==> config.mk <==
export PLATFORM = sky130hd
export DESIGN_NAME = leg_solver
export DESIGN_NICKNAME = d
export VERILOG_FILES = /design/src/rtl/leg_solver.sv
export SDC_FILE = /design/constraint.sdc
export NUM_CORES = 1
export LEC_CHECK = 0
export CAP_MARGIN = 20
export CORE_ASPECT_RATIO = 1.2
export CORE_UTILIZATION = 35
export CTS_CLUSTER_SIZE = 12
export DETAILED_ROUTE_END_ITERATION = 16
export GPL_ROUTABILITY_DRIVEN = 1
export PLACE_DENSITY = 0.48
export SYNTH_ARGS = -nofsm -noshare
export SYNTH_HDL_FRONTEND = slang
export SYNTH_SLANG_ARGS = --single-unit
==> constraint.sdc <==
create_clock -name clk -period 15.2 [get_ports clk]
set_clock_uncertainty 0.15 [all_clocks]
set_input_delay 2.28 -clock clk [delete_from_list [all_inputs] [get_ports clk]]
set_output_delay 2.28 -clock clk [all_outputs]
set_load 0.005 [all_outputs]
run_1/floorplan.png
Scale: 2 px per µm. Pins as bars on the die edge.
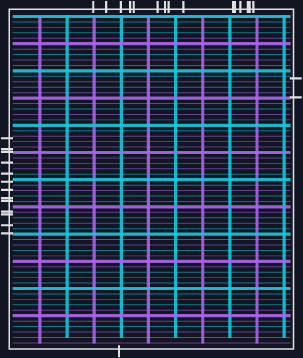
[cyan] VDD
[purple] VSS
met4 straps: 10
met5 straps: 12
met1 rails: 61
core box area: 22,670 µm²
horizontal extent of the die: 141.3 µm
Max rail drop VDD: 0.09583 mV

run_1/clock_nets.png
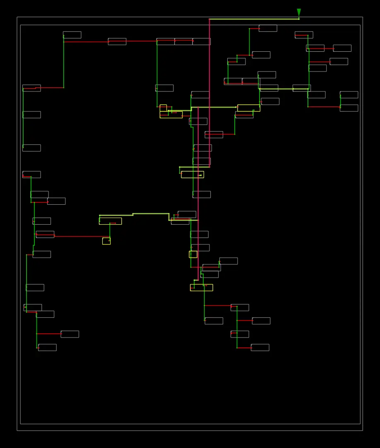
total of clock buffers placed in the layout: 5
Inserted Clock Buffers: 5
Sinks on Clock Net: 56
power in the clock group: 0.124 mW

run_1/clock_wires.png
Scale: 1.5 px per µm.
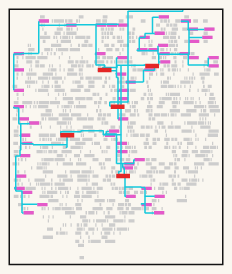
[magenta] flip-flops | count: 56
[red] clock-net drivers | count: 5
[cyan] clock wires | length: 925 µm
flops lie: widely spread
routed clock nets: 6
share of power burned in the clock network: 10.6%
worst skew pair latency: 0.31 ns

==> flow.log, run 1 <==
[report] implementation figures
[metrics] cell area after layout: roughly 9000 µm²
[metrics] critical setup path kind: reg -> reg
[metrics] Detailed Route WL: around 19,000 µm
[metrics] Static Leakage: 4.273 nW
[metrics] sequential-to-total area share from yosys stat: ~14%
[metrics] max-cap check violation count: 0
[metrics] Crit path top cell by count: sky130_fd_sc_hd__inv_1
[metrics] largest driver fanout on the critical path: 8
[metrics] routing usage on met1: 20.75%
[metrics] leading area contributor after synthesis: sky130_fd_sc_hd__fa_1
[metrics] gpl congestion: 0.8085
[metrics] post-detailed-placement cell area: 8723 µm²
[metrics] clock edge transition at the registers on the reported setup and hold paths: 0.08 ns
[metrics] relative contribution of sequential cells to total power: 16.2%
[metrics] capturing element type of the critical path: flip-flop
[metrics] Max H-tree Level: 2
[metrics] proportion of total power due to net switching: around 50%
[metrics] area grow syn2layout: 9.041%
[metrics] NumNets Final: 1,209
[metrics] warning total across the stage logs: 45
[metrics] routed length on met1: 8357 µm
[metrics] Row Count: ~60
[metrics] Final Hold Fails: 0
[metrics] initial standard-cell utilization of the core: 35.95%
[metrics] sum of net half-perimeters after detailed placement: 15,640 µm
[metrics] power dissipated in combinational cells: about 0.85 mW
[metrics] met3 demand-to-capacity share in global routing: 1.637%
[metrics] remaining antenna violation count after routing: 0
[metrics] final core occ: roughly 39%
[metrics] register bit count reported by yosys: 56
[metrics] vias: 6,094
[metrics] I/O pin count: 31
[metrics] Worst path top cell family by delay: adder cells
[metrics] part of the total power dissipated in combinational logic: 73.2%
[metrics] crit path time final: approximately 7.3 ns
[metrics] Post-CTS Setup Bufs: 0
[metrics] sum of negative setup slack: 0 ns
[metrics] WL/cell: 14.52 µm
[metrics] cell count of the worst hold path: 2
[metrics] ys flop type: sky130_fd_sc_hd__dfxtp_1
[metrics] met3 wire length: 306 µm
[metrics] count of TritonRoute iterations in the first routing pass: 5
[metrics] synthesized area divided by synthesized cell count: about 8.5 µm²
[metrics] highest metal layer with signal wires: met4
[metrics] number of cells after detailed placement: 1,271
[metrics] maximum number of pins on one net before global-route repair: ~55
[metrics] most frequent standard cell in the layout excluding fill and tap cells: sky130_fd_sc_hd__inv_1
[metrics] Hold/Removal Path Class: reg -> reg
[metrics] via count of the first global-routing pass: between 6k and 7k
[metrics] sequential power: between 0.15 and 0.2 mW
[metrics] Least-Margin Pin Slew: 1.052 ns
[metrics] total power divided by cell area: 131.1 nW/µm²
[metrics] worst setup slack after layout: about 7.9 ns
[metrics] count of flip-flops with a built-in enable after synthesis: 0
[metrics] number of vias per cell after detailed routing: 4.761
[metrics] number of flip-flops in the largest register: 16
[metrics] number of non-filler instances in the completed layout: between 1k and 1.5k
[metrics] met2 usage in global routing: 31.17%
[metrics] total grt overflow: 0
[metrics] Total Power Consumption: 1.165 mW
[metrics] warnings from Yosys: 0
[metrics] maximum number of buffers from clock root to sink: 2
[metrics] first-pass GRT wire length: 31,590 µm
[metrics] die outline area: 23,910 µm²
[metrics] Crit. path cell count: 25
[metrics] run status: complete, no violations
[metrics] CTS Hold Bufs: 0
[metrics] met2 WL post-DR: 9694 µm
[metrics] Slew Viols, Final: 0
[metrics] distinct lib cells: 63
[metrics] Syn Nets: 1,197
[metrics] Buffers on Ports: 30
[metrics] Slowest cell on crit path: sky130_fd_sc_hd__fa_1
[metrics] Reg2Reg Depth: 25
[metrics] GRT busiest layer: met2
[metrics] unrepaired setup endpoints after global routing: false
[metrics] worst hold-check slack: 0.3243 ns
[metrics] final cycle utilization of the critical path: 48.28%
[metrics] cell internal pwr: 0.5783 mW
[metrics] Setup Slack @ Placement: 7.865 ns
[metrics] Data required, critical path: approximately 15 ns
-- run 1: cell type report --
cell class	count	area [µm²]	share of cell area (%)
clock buffers	5	125.1	1.408
clock inverters	3	25.02	0.2815
inverters	203	762.0	8.573
multi-input cells	672	6157	69.27
flip-flops and latches	56	1121	12.61
well taps	310	387.9	4.364
repair buffers	31	310.3	3.491
-- run 1: Yosys cell counts, types with 5 or more instances --
cell type,count
sky130_fd_sc_hd__o2bb2ai_1,5
sky130_fd_sc_hd__and3_1,5
sky130_fd_sc_hd__xnor2_1,30
sky130_fd_sc_hd__fa_1,103
sky130_fd_sc_hd__nor2b_1,9
sky130_fd_sc_hd__ha_1,117
sky130_fd_sc_hd__a21o_1,18
sky130_fd_sc_hd__or3_1,5
sky130_fd_sc_hd__clkbuf_1,22
sky130_fd_sc_hd__dfxtp_1,56
sky130_fd_sc_hd__nor2_1,64
sky130_fd_sc_hd__nand2_1,107
sky130_fd_sc_hd__a21oi_1,48
sky130_fd_sc_hd__inv_1,202
sky130_fd_sc_hd__o21ai_0,20
sky130_fd_sc_hd__nand3_1,11
sky130_fd_sc_hd__nand4_1,5
sky130_fd_sc_hd__nor3_1,17
sky130_fd_sc_hd__and2_1,5
sky130_fd_sc_hd__a211oi_1,8
sky130_fd_sc_hd__mux2i_1,12
sky130_fd_sc_hd__xor2_1,7
sky130_fd_sc_hd__nand2b_1,5
sky130_fd_sc_hd__a221oi_1,11
sky130_fd_sc_hd__o21bai_1,6
-- run 1: cells by family after synthesis --
| family | count (synthesis) | share of synthesized area [%] |
|---|---|---|
| buf+inv | 229 | 10.71 |
| other cells | 1 | 0.04600 |
| fa+ha+maj | 220 | 43.25 |
| mux | 13 | 1.612 |
| xor+xnor | 37 | 3.975 |
| simple gates | 248 | 13.81 |
| compound gates | 153 | 12.83 |
| flops | 56 | 13.75 |
==> inputs of run 2 (changes only) <==
==> constraint.sdc (replaced) <==
create_clock -name clk -period 6.9 [get_ports clk]
set_clock_uncertainty 0.15 [all_clocks]
set_input_delay 1.035 -clock clk [delete_from_list [all_inputs] [get_ports clk]]
set_output_delay 1.035 -clock clk [all_outputs]
set_load 0.005 [all_outputs]
run_2/clock_wires.png
Scale: 1.5 px per µm.
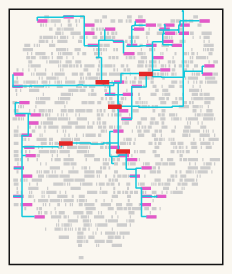
[magenta] flip-flops | count: 56
[cyan] clock wires | length: 976 µm
[red] clock-net drivers | count: 5
flops lie: widely spread
routed clock nets: 6
share of power burned in the clock network: 9.8%
power in the clock group: 0.278 mW

run_2/gates.png
Scale: 1.5 px per µm.
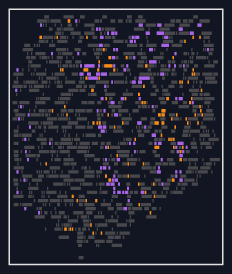
[purple] aoi and oai cells | cells: 124 | most used: a21oi_1
[orange] nor cells | cells: 97 | most used: nor2_1
most frequent standard cell in the layout excluding fill and tap cells: sky130_fd_sc_hd__inv_1
combinational fraction of the cell area: 67.68%
number of non-filler instances in the completed layout: 1,309

==> flow.log, run 2 <==
[report] implementation figures
[metrics] largest driver fanout on the critical path: 7
[metrics] Buffers on Ports: 30
[metrics] Inserted Clock Buffers: 5
[metrics] count of flip-flops with a built-in enable after synthesis: 0
[metrics] run status: complete, no violations
[metrics] capturing element type of the critical path: flip-flop
[metrics] CTS Hold Bufs: 0
[metrics] via count of the first global-routing pass: 6,548
[metrics] sequential power: 0.407 mW
[metrics] sequential cell area: 1122 µm²
[metrics] met2 usage in global routing: between 30 and 40%
[metrics] remaining antenna violation count after routing: 0
[metrics] Post-synth top cells: 202 x sky130_fd_sc_hd__inv_1, 117 x sky130_fd_sc_hd__ha_1, 107 x sky130_fd_sc_hd__nand2_1
[metrics] routing usage on met1: 22.13%
[metrics] sequential-to-total area share from yosys stat: 13.75%
[metrics] total power divided by cell area: around 310 nW/µm²
[metrics] cell count of the worst hold path: 1
[metrics] Syn Nets: between 1k and 1.5k
[metrics] Crit. path cell count: 25
[metrics] gpl congestion: a little under 0.8
[metrics] number of vias per cell after detailed routing: approximately 4.7
[metrics] Hold/Removal Path Class: reg -> reg
[metrics] Row Count: 60
[metrics] Detailed Route WL: a little under 20,000 µm
[metrics] core box area: 22,670 µm²
[metrics] WL/cell: 14.71 µm
[metrics] Sinks on Clock Net: 56
[metrics] power dissipated in combinational cells: 2.16 mW
[metrics] highest metal layer with signal wires: met4
[metrics] proportion of total power due to net switching: 48.49%
[metrics] I/O pin count: 31
[metrics] Worst path top cell family by delay: adder cells
[metrics] sum of net half-perimeters after detailed placement: ~16,000 µm
[metrics] critical setup path kind: reg -> reg
[metrics] Final Hold Fails: 0
[metrics] met2 WL post-DR: 9891 µm
[metrics] number of flip-flops in the largest register: 16
[metrics] Crit path top cell by count: sky130_fd_sc_hd__fa_1
[metrics] vias: 6,176
[metrics] relative contribution of sequential cells to total power: 14.3%
[metrics] Slew Viols, Final: 0
[metrics] Total Power Consumption: about 2.8 mW
[metrics] distinct lib cells: 63
[metrics] count of TritonRoute iterations in the first routing pass: 4
[metrics] multi-input gate area in the final layout: 6203 µm²
[metrics] number of cells after detailed placement: 1,298
[metrics] routed length on met1: between 8000 and 9000 µm
[metrics] Max rail drop VDD: 0.3427 mV
[metrics] first-pass GRT wire length: 32,890 µm
[metrics] unrepaired setup endpoints after global routing: false
[metrics] maximum number of buffers from clock root to sink: 2
[metrics] met3 demand-to-capacity share in global routing: 1.524%
[metrics] GRT busiest layer: met2
[metrics] max-cap check violation count: 0
[metrics] cell with the most instances after synthesis: sky130_fd_sc_hd__inv_1
[metrics] Slowest cell on crit path: sky130_fd_sc_hd__fa_1
[metrics] warnings from Yosys: 0
run_2/clock_nets.png
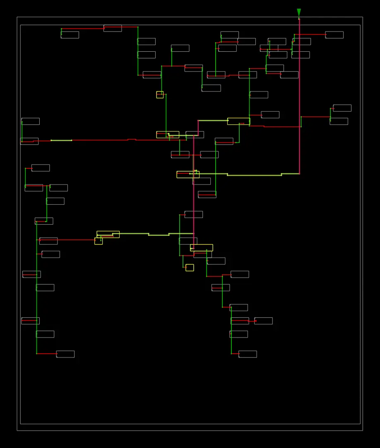
sequential cell count: 56

[run 2: layout make-up]
class                           count  share of cell area [%]
Inverter                          203                   8.313
Clock buffer                        5                   1.365
Sequential cell                    56                   12.24
Tap cell                          310                   4.232
Timing Repair Buffer               60                   5.897
Clock inverter                      3                  0.2730
Multi-Input combinational cell    672                   67.68
[run 2: worst register-to-register path: cells and delay by family (launching register included)]
kind / cells / cell delay (ns)
simple gates: 6 / 0.97
compound gates: 6 / 1.40
flops: 1 / 0.32
buf+inv: 5 / 0.51
fa+ha+maj: 7 / 2.95
xor+xnor: 1 / 0.12
[run 2: cell families after synthesis]
| family | Yosys count | synth area share (%) |
|---|---|---|
| and+or+nand+nor | 248 | 13.81 |
| buffers and inverters | 229 | 10.71 |
| adders and majority gates | 220 | 43.25 |
| AOI/OAI and AO/OA | 153 | 12.83 |
| DFF | 56 | 13.75 |
| xor gates and xnor gates | 37 | 3.975 |
| muxes | 13 | 1.612 |
| other | 1 | 0.04600 |
[run 2: through the flow]
| step | utilization [%] | hold WS (ns) | setup slack, ns | cell area [µm²] |
|---|---|---|---|---|
| 2_1_floorplan | - | 0.2954 | 0.5373 | 8152 |
| 3_3_place_gp | 39.37 | 0.3018 | 0.2440 | 8926 |
| 3_5_place_dp | 39.37 | 0.3003 | 0.1342 | 8926 |
| 4_1_cts | 40.03 | 0.3272 | 0.1120 | 9076 |
| 5_1_grt | 40.43 | 0.3350 | 0.04799 | 9166 |
| 6_report | 40.43 | 0.3214 | 0.3723 | 9166 |
[run 2: repair_timing]
action,4_1_cts,5_1_grt
endpoints found under the setup margin,0,11
gates resized,0,13
buffers inserted,0,2
No activity file was given, so power comes from the tool's default toggle rates.
